--- config.mk ---
export PLATFORM = sky130hd
export DESIGN_NAME = collision_score
export DESIGN_NICKNAME = d
export VERILOG_FILES = /design/src/rtl/flappy_pkg.sv /design/src/rtl/bcd3_counter.sv /design/src/rtl/collision_score.sv
export SDC_FILE = /design/constraint.sdc
export NUM_CORES = 1
export LEC_CHECK = 0
export ABC_CLOCK_PERIOD_IN_PS = 5600
export CORE_MARGIN = 4
export CORE_UTILIZATION = 52
export CTS_CLUSTER_DIAMETER = 200
export CTS_CLUSTER_SIZE = 30
export DETAILED_ROUTE_END_ITERATION = 16
export GPL_ROUTABILITY_DRIVEN = 0
export PLACE_DENSITY_LB_ADDON = 0.1
export SYNTH_ARGS = -nofsm -noshare
export SYNTH_HDL_FRONTEND = slang
export SYNTH_SLANG_ARGS = --single-unit
--- constraint.sdc ---
create_clock -name clk -period 5.6 [get_ports clk]
set_input_delay 1.12 -clock clk [delete_from_list [all_inputs] [get_ports clk]]
set_output_delay 1.12 -clock clk [all_outputs]
set_load 0.01 [all_outputs]
--- src/rtl/flappy_pkg.sv ---
// flappy_pkg: types and screen constants shared by the game-rule blocks.
//   game_state_t : game FSM state encoding (IDLE, PLAY, DYING, OVER)
//   bcd3_t       : three packed BCD digits, hundreds in [11:8]
//   SCREEN_W/H   : visible screen size in pixels
package flappy_pkg;

    typedef enum logic [1:0] {
        ST_IDLE  = 2'd0,
        ST_PLAY  = 2'd1,
        ST_DYING = 2'd2,
        ST_OVER  = 2'd3
    } game_state_t;

    typedef logic [11:0] bcd3_t;

    localparam int SCREEN_W = 640;
    localparam int SCREEN_H = 480;

endpackage

--- src/rtl/bcd3_counter.sv ---
// bcd3_counter: three-digit packed-BCD counter that saturates at 999.
//   clk   : system clock
//   reset : synchronous, active-high; clears the count
//   clr   : clear the count (wins over inc)
//   inc   : add one, with decimal carry; no effect at 999
//   q     : current count, registered
module bcd3_counter
    import flappy_pkg::*;
(
    input  logic  clk,
    input  logic  reset,
    input  logic  clr,
    input  logic  inc,
    output bcd3_t q
);

    bcd3_t q_q;
    bcd3_t q_d;

    always_comb begin
        q_d = q_q;
        if (clr) begin
            q_d = '0;
        end else if (inc && (q_q != 12'h999)) begin
            if (q_q[3:0] != 4'd9) begin
                q_d[3:0] = q_q[3:0] + 4'd1;
            end else begin
                q_d[3:0] = 4'd0;
                if (q_q[7:4] != 4'd9) begin
                    q_d[7:4] = q_q[7:4] + 4'd1;
                end else begin
                    // Hundreds cannot be 9 here: 999 was excluded above.
                    q_d[7:4]  = 4'd0;
                    q_d[11:8] = q_q[11:8] + 4'd1;
                end
            end
        end
    end

    always_ff @(posedge clk) begin
        if (reset) q_q <= '0;
        else       q_q <= q_d;
    end

    assign q = q_q;

endmodule

--- src/rtl/collision_score.sv ---
// collision_score: game-rule engine. On each movement tick during play it
// checks the bird against the current pipe and the floor, counts pipes
// cleared, and steps the IDLE/PLAY/DYING/OVER game FSM.
//   clk, reset          : clock, synchronous active-high reset
//   start               : one-cycle start pulse (already edge-detected)
//   tick                : one-cycle movement-step enable
//   bird_y              : top row of the bird
//   pipe_x              : left column of the pipe
//   pipe_y1, pipe_y0    : gap spans rows pipe_y1 .. pipe_y0-1
//   run                 : high in PLAY (drives the pipe generator start)
//   hit, scored         : one-cycle pulses for collision / pipe cleared
//   game_over           : high in OVER
//   score_bcd, hi_bcd   : current and best score, three BCD digits
// All outputs come straight from flops.
module collision_score
    import flappy_pkg::*;
#(
    parameter int N           = 11,
    parameter int BIRD_X      = 100,
    parameter int BIRD_SIZE   = 15,
    parameter int PIPE_WIDTH  = 40,
    parameter int SCREEN_H    = flappy_pkg::SCREEN_H,
    parameter int DEATH_TICKS = 8
) (
    input  logic         clk,
    input  logic         reset,
    input  logic         start,
    input  logic         tick,
    input  logic [N-1:0] bird_y,
    input  logic [N-1:0] pipe_x,
    input  logic [N-1:0] pipe_y1,
    input  logic [N-1:0] pipe_y0,
    output logic         run,
    output logic         hit,
    output logic         scored,
    output logic         game_over,
    output logic [11:0]  score_bcd,
    output logic [11:0]  hi_bcd
);

    localparam int CNT_W = $clog2(DEATH_TICKS + 1);

    // All geometry is evaluated one bit wider than the coordinates so that
    // sums such as pipe_x+PIPE_WIDTH never wrap.
    localparam logic [N:0] BIRD_L    = (N+1)'(BIRD_X);
    localparam logic [N:0] BIRD_R    = (N+1)'(BIRD_X + BIRD_SIZE - 1);
    localparam logic [N:0] BSZ       = (N+1)'(BIRD_SIZE);
    localparam logic [N:0] PW        = (N+1)'(PIPE_WIDTH);
    localparam logic [N:0] PW_M1     = (N+1)'(PIPE_WIDTH - 1);
    localparam logic [N:0] FLOOR     = (N+1)'(SCREEN_H);
    localparam logic [CNT_W-1:0] DEATH_LOAD = CNT_W'(DEATH_TICKS);

    game_state_t      state_q, state_d;
    logic [N-1:0]     prev_x_q, prev_x_d;
    logic [CNT_W-1:0] death_q, death_d;
    logic             hit_q, hit_d;
    logic             scored_q, scored_d;
    logic             run_q, run_d;
    logic             game_over_q, game_over_d;
    bcd3_t            hi_q, hi_d;
    bcd3_t            score;
    logic             score_clr, score_inc;

    logic [N:0] px_w, prev_w, by_w, y0_w, y1_w;
    logic       overlap, pipe_hit, floor_hit, collision, pass;

    always_comb begin
        px_w   = {1'b0, pipe_x};
        prev_w = {1'b0, prev_x_q};
        by_w   = {1'b0, bird_y};
        y0_w   = {1'b0, pipe_y0};
        y1_w   = {1'b0, pipe_y1};

        overlap   = (px_w <= BIRD_R) && ((px_w + PW_M1) >= BIRD_L);
        pipe_hit  = overlap && ((by_w < y1_w) || ((by_w + BSZ) > y0_w));
        floor_hit = (by_w + BSZ) > FLOOR;
        collision = pipe_hit || floor_hit;
        // The pipe's right edge moved from the bird's side to fully past its
        // left column. Requiring a leftward move rejects the 0->640 wrap.
        pass = ((prev_w + PW) > BIRD_L) && ((px_w + PW) <= BIRD_L) &&
               (px_w < prev_w);
    end

    always_comb begin
        state_d   = state_q;
        prev_x_d  = prev_x_q;
        death_d   = death_q;
        hit_d     = 1'b0;
        scored_d  = 1'b0;
        hi_d      = hi_q;
        score_clr = 1'b0;
        score_inc = 1'b0;

        case (state_q)
            ST_IDLE, ST_OVER: begin
                if (start) begin
                    score_clr = 1'b1;
                    // Seed prev_x so the first PLAY tick can never score.
                    prev_x_d  = pipe_x;
                    state_d   = ST_PLAY;
                end
            end
            ST_PLAY: begin
                if (tick) begin
                    prev_x_d = pipe_x;
                    if (collision) begin
                        hit_d   = 1'b1;
                        death_d = DEATH_LOAD;
                        state_d = ST_DYING;
                        // Packed BCD orders the same as binary.
                        if (score > hi_q) hi_d = score;
                    end else if (pass) begin
                        scored_d  = 1'b1;
                        score_inc = 1'b1;
                    end
                end
            end
            ST_DYING: begin
                if (tick) begin
                    if (death_q <= CNT_W'(1)) begin
                        death_d = '0;
                        state_d = ST_OVER;
                    end else begin
                        death_d = death_q - CNT_W'(1);
                    end
                end
            end
            default: state_d = ST_IDLE;
        endcase

        run_d       = (state_d == ST_PLAY);
        game_over_d = (state_d == ST_OVER);
    end

    always_ff @(posedge clk) begin
        if (reset) begin
            state_q     <= ST_IDLE;
            prev_x_q    <= '0;
            death_q     <= '0;
            hit_q       <= 1'b0;
            scored_q    <= 1'b0;
            run_q       <= 1'b0;
            game_over_q <= 1'b0;
            hi_q        <= '0;
        end else begin
            state_q     <= state_d;
            prev_x_q    <= prev_x_d;
            death_q     <= death_d;
            hit_q       <= hit_d;
            scored_q    <= scored_d;
            run_q       <= run_d;
            game_over_q <= game_over_d;
            hi_q        <= hi_d;
        end
    end

    bcd3_counter u_score (
        .clk   (clk),
        .reset (reset),
        .clr   (score_clr),
        .inc   (score_inc),
        .q     (score)
    );

    assign run       = run_q;
    assign hit       = hit_q;
    assign scored    = scored_q;
    assign game_over = game_over_q;
    assign score_bcd = score;
    assign hi_bcd    = hi_q;

endmodule

**Run 1: met2 routing**

Scale bar: 20 um.
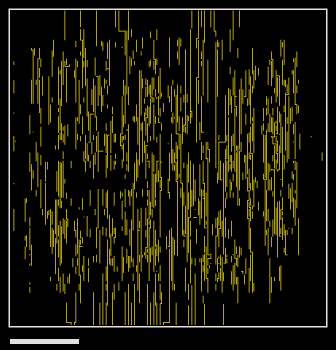
The longest straight run is 36.4 um. The layer carries 4080 um of wire.

**Run 1: sequential cells colored by netlist name**

Scale bar: 20 um. Other sequential cells in the stronger gray, the rest of the logic in the fainter gray.
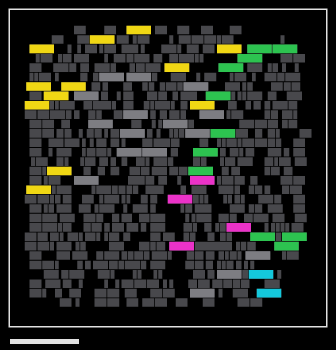
Magenta stands for death_q, placed flops 4. Yellow stands for hi_bcd, placed flops 12. Cyan stands for state_q, placed flops 2. Green stands for prev_x_q, placed flops 11.
Another 16 sequential cells are not colored.

==> flow_summary.json, run 1 <==
{
  "async_reset_ff_share_pct": 0,
  "critPathKind": "primary input to flip-flop",
  "fin_util_pct": 67.6,
  "setup.worst_path.end": "u_score.q[3]$_SDFFE_PP0N_",
  "combGateArea_um2": 2460,
  "rsz0062_at_grt": "false",
  "powerDensity_nw_per_um2": 199,
  "required_ns": 5.85,
  "aoi_share_pct": 17.8,
  "fp_util_pct": 53.4,
  "whs_ns": 0.482,
  "worst_clock_skew_ns": 0.00905,
  "maxPowerGroup": "registers",
  "grt-ovfl-total": 0,
  "fp_nets": 552,
  "wirelength_um": 8520,
  "viasPerCell": 5.50,
  "mux_share_pct": 6.63,
  "ant_nets": 0,
  "numCtsBuffers": 5,
  "num-fill-cells": 594,
  "placedCellCount": 613,
  "coreArea_um2": 6790,
  "netlist_instances": 450,
  "antenna_found_initial": 0,
  "top_cells_by_count": "inv_1, ha_1, dfxtp_1, nor2_1, a21oi_1",
  "clk_path_buf_depth": 2,
  "synth_area_um2": 3620,
  "start_kind": "primary input",
  "synth-xor-area-share_pct": 2.66,
  "mostFrequentLayoutCells": "clkdlybuf4s50_1, inv_1, ha_1, dfxtp_1, nor2_1",
  "die_y_um": 91.5,
  "io_buffers": 75,
  "cp_max_fo": 10,
  "drc": 0,
  "avgSynthCellArea_um2": 8.05,
  "vias": 3414,
  "p_sw_w": 0.000290,
  "combPwrFrac_pct": 33.2,
  "drive_above_1_share_pct": 4.95,
  "hp-start": "death_q[1]$_SDFFE_PP0P_",
  "reg2reg_to": "u_score.q[3]$_SDFFE_PP0N_",
  "fin_area_um2": 4590,
  "warnings": 31,
  "postCtsSetupBuffers": 0,
  "cp_slowest_stage_delay_ns": 0.72,
  "finalSetupViolCount": 0,
  "top_cell": "inv_1",
  "top_cells_by_area": "dfxtp_1, ha_1, mux2i_1",
  "worstReg2RegStart": "prev_x_q[2]$_SDFFE_PP0P_",
  "dp_worst_setup_slack_ns": 0.307,
  "adder_share_pct": 19.0,
  "top_level_ports": 76,
  "p_clk_share_pct": 27.2,
  "period_used_pct": 88.9,
  "cts_tree": "built",
  "area_delta_synth_final_pct": 26.7,
  "switching_share_pct": 31.6,
  "yosysUniqueCellTypes": 53,
  "die_area_um2": 8370,
  "grtUsageTotal_pct": 21.2,
  "ys_seq_share_pct": 24.9,
  "status": "finished clean",
  "max_cap_viol_count": 0,
  "synth_warnings": 0,
  "fin_setup_tns_ns": 0,
  "finalHoldViolCount": 0,
  "peakVddDrop_mv": 0.119,
  "p_total_w": 0.000916,
  "fin_crit_ns": 4.98,
  "edf_count": 0,
  "simple_gate_area_share_pct": 21.8,
  "worst_path_max_delay_cell": "or4_1",
  "cp_cell_sequence": "clkdlybuf4s50_1 > inv_1 > ha_1 > nor3b_1 > nor2_1 > and3_1 > xor2_1 > ha_1 > a21o_1 > a21oi_1 > o21ai_0 > o31ai_1 > a311oi_2 > or4_1 > or4_1 > nand3_1",
  "p_comb_w": 0.000304,
  "antenna_cells": 0,
  "seq-power_w": 0.000363,
  "worstPathArrival_ns": 5.23,
  "cp_top_family": "simple AND/OR/NAND/NOR gates",
  "ctsHtreeMaxLevel": 2,
  "critical_path_cell_count": 16,
  "synth.logic.top_family": "simple AND/OR/NAND/NOR gates",
  "grt_pass1_wl_um": 14800,
  "postPlaceCellArea_um2": 4480,
  "p_leak_nw": 2.00,
  "r2r_cells": 10,
  "holdPathEnd": "death_q[1]$_SDFFE_PP0P_",
  "largest_area_cell": "dfxtp_1",
  "drv_slew": 0,
  "layout_top_cell": "clkdlybuf4s50_1",
  "grt_pass1_vias": 3338,
  "flop_area_um2": 901,
  "worst-path-buf-inv": 2,
  "p_seq_share_pct": 39.6,
  "clock_sinks": 45,
  "layout.nets": 626,
  "dieWidth_um": 91.5,
  "ff_type": "dfxtp_1",
  "wl_per_cell_um": 13.7,
  "ys_cells": 450,
  "internal_power_w": 0.000626,
  "fmax_mhz": 201,
  "hold_depth": 2,
  "hold_class": "flip-flop to flip-flop",
  "instances_no_fill": 621,
  "num_rows": 30,
  "first_iter_violations": 108,
  "ys_seq_elements": 45,
  "dp_hpwl_um": 6770,
  "postCtsHoldBufs": 0,
  "slew-limit-headroom_pct": 46.0,
  "ys_area_um2": 3620,
  "cts-resized-gates": 0,
  "pg_clk_w": 0.000250,
  "synth_top_area_share_pct": 24.9,
  "critPathLaunch": "bird_y[0]",
  "endpoint_kind": "flip-flop",
  "clock.latency.late_pin_ns": 0.31,
  "root_buffer": "clkbuf_8",
  "firstDrtPassIters": 4
}
**Run 1: gate families picked out**

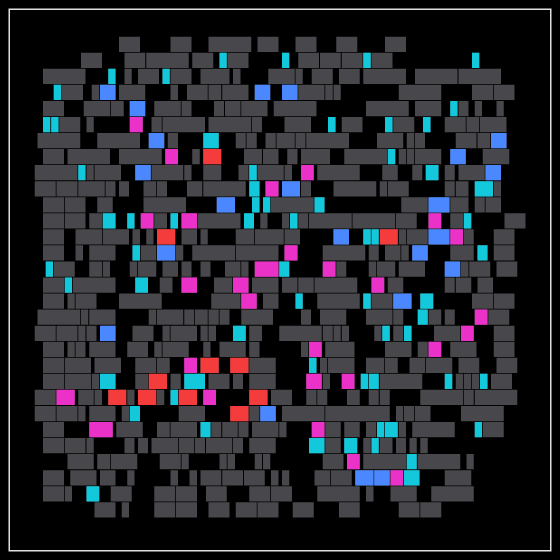
Blue stands for AND-OR and OR-AND gates, cells 22. Magenta stands for AND and OR gates, cells 28. Red stands for XOR/XNOR gates, cells 11. Cyan stands for NOR gates, cells 63, where all over the die.

==> run 1: area by class of cell <==
class	instances	area share, %
Multi-Input combinational cell	335	53.5
Sequential cell	45	19.6
Timing Repair Buffer	80	17.2
Inverter	57	4.66
Tap cell	96	2.62
Clock buffer	6	1.58
Clock inverter	2	0.845
==> run 1: registers in the layout (all words and copies together) (netlist names) <==
register / cells
hi_bcd: 12
death_q: 4
scored: 1
run: 1
u_score.q: 12
game_over: 1
hit: 1
state_q: 2
prev_x_q: 11
==> run 1: metal layers <==
metal / track usage (%) / part of all wire [%]
met1: 25.7 / 45
met2: 36.9 / 48
met3: 4.56 / 5.5
met4: 6.91 / 1.6
met5: 0 / 0
--- run 2 (diff from run 1) ---
--- a/config.mk
+++ b/config.mk
@@ -5,7 +5,7 @@
 export SDC_FILE = /design/constraint.sdc
 export NUM_CORES = 1
 export LEC_CHECK = 0
-export ABC_CLOCK_PERIOD_IN_PS = 5600
+export ABC_CLOCK_PERIOD_IN_PS = 5100
 export CORE_MARGIN = 4
 export CORE_UTILIZATION = 52
 export CTS_CLUSTER_DIAMETER = 200
==> constraint.sdc (replaced) <==
create_clock -name clk -period 5.1 [get_ports clk]
set_input_delay 1.02 -clock clk [delete_from_list [all_inputs] [get_ports clk]]
set_output_delay 1.02 -clock clk [all_outputs]
set_load 0.01 [all_outputs]
**Run 2: M3 wires**

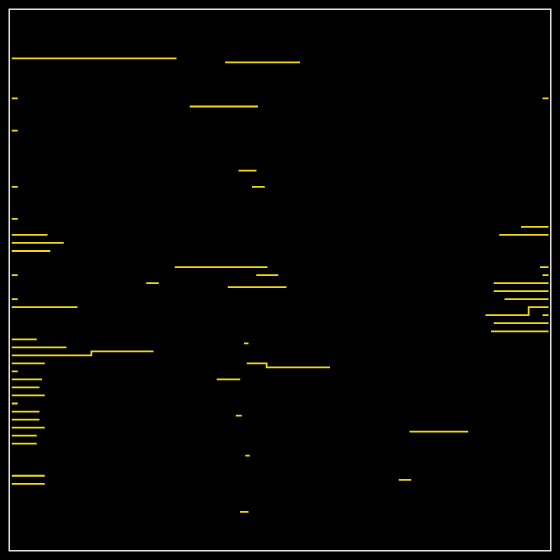
The layer carries 315 um of wire. The longest straight run is 27.6 um. 50 nets have wire on it.
via count: 3408
DRT Wirelength: 8490 um
GR met3 Demand/Resource: 3.73%

**Run 2: gate families picked out**

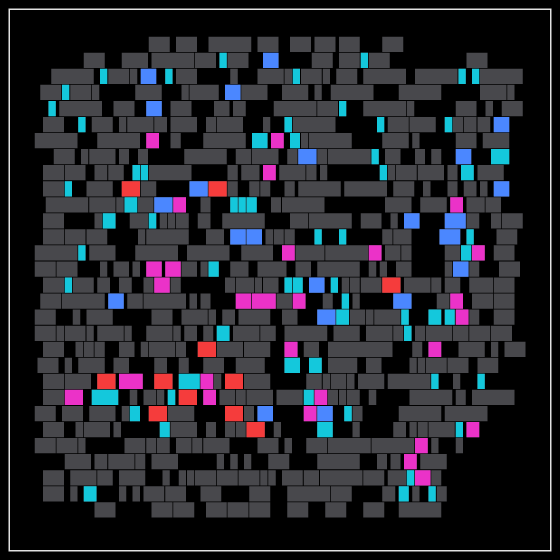
Magenta stands for AND and OR gates, cells 28. Cyan stands for NOR gates, cells 63, where all over the die. Red stands for XOR/XNOR gates, cells 11. Blue stands for AND-OR and OR-AND gates, cells 22.

==> flow_summary.json, run 2 <==
{
  "status": "finished clean",
  "max_cap_viol_count": 0,
  "grtUsageTotal_pct": 20.9,
  "inverters": 57,
  "synth_top_area_share_pct": 24.9,
  "dp_worst_setup_slack_ns": -0.0215,
  "fp_util_pct": 53.4,
  "dp_hpwl_um": 6690,
  "comb_cells": 335,
  "yosysUniqueCellTypes": 53,
  "ys_area_um2": 3620,
  "wl_per_cell_um": 13.6,
  "required_ns": 5.34,
  "edf_count": 0,
  "ant_nets": 0,
  "powerDensity_nw_per_um2": 217,
  "async_reset_ff_share_pct": 0,
  "adder_share_pct": 19.0,
  "ys_cells": 450,
  "top_cells_by_area": "dfxtp_1, ha_1, mux2i_1",
  "antenna_cells": 0,
  "largest_area_cell": "dfxtp_1",
  "peakVddDrop_mv": 0.104,
  "p_seq_share_pct": 39.6,
  "combGateArea_um2": 2460,
  "postPlaceCellArea_um2": 4500,
  "hp-start": "death_q[1]$_SDFFE_PP0P_",
  "die_y_um": 91.5,
  "rsz0062_at_grt": "false",
  "mux_share_pct": 6.63,
  "warnings": 31,
  "critPathKind": "primary input to flip-flop",
  "combPwrFrac_pct": 33.3,
  "fin_setup_tns_ns": 0,
  "die_area_um2": 8370,
  "aoi_share_pct": 17.8,
  "slew-limit-headroom_pct": 49.0,
  "p_clk_share_pct": 27.1,
  "taps": 96,
  "hold_depth": 2,
  "layout.nets": 629,
  "p_leak_nw": 2.02,
  "n_all_buffers": 83,
  "nonClkBufAreaFrac_pct": 17.6,
  "coreArea_um2": 6790,
  "mostFrequentLayoutCells": "clkdlybuf4s50_1, inv_1, ha_1, dfxtp_1, nor2_1",
  "avgSynthCellArea_um2": 8.05,
  "critical_path_cell_count": 16,
  "ctsHtreeMaxLevel": 2,
  "io_buffers": 75,
  "fin_util_pct": 68.0,
  "p_sw_w": 0.000314,
  "fin_crit_ns": 4.78,
  "ys_seq_elements": 45,
  "cp_top_family": "simple AND/OR/NAND/NOR gates",
  "worst_path_max_delay_cell": "or4_1",
  "grt_pass1_vias": 3303,
  "holdPathEnd": "death_q[1]$_SDFFE_PP0P_",
  "viasPerCell": 5.46,
  "clk_path_buf_depth": 2,
  "period_used_pct": 93.6,
  "critPathLaunch": "bird_y[0]",
  "ff_type": "dfxtp_1",
  "hold_class": "flip-flop to flip-flop",
  "antenna_found_initial": 0,
  "reg2reg_to": "u_score.q[3]$_SDFFE_PP0N_",
  "simple_gate_area_share_pct": 21.8,
  "internal_power_w": 0.000690
}
run 2: layer usage:
| metal | global-route usage (%) | wire length (um) |
|---|---|---|
| met1 | 25.2 | 3810 |
| met3 | 3.73 | 315 |
| met2 | 37.3 | 4260 |
| met5 | 0 | 0 |
| met4 | 6.41 | 114 |
run 2: power groups by stage:
stage | Sequential, W | Combinational (W) | Clock (W)
6_report | 0.000398 | 0.000335 | 0.000272
5_1_grt | 0.000401 | 0.000377 | 0.000291
4_1_cts | 0.000398 | 0.000337 | 0.000281
3_5_place_dp | 0.000406 | 0.000334 | 0
3_3_place_gp | 0.000404 | 0.000324 | 0
2_1_floorplan | 0.000403 | 0.000224 | 0
No activity file was given, so power comes from the tool's default toggle rates.
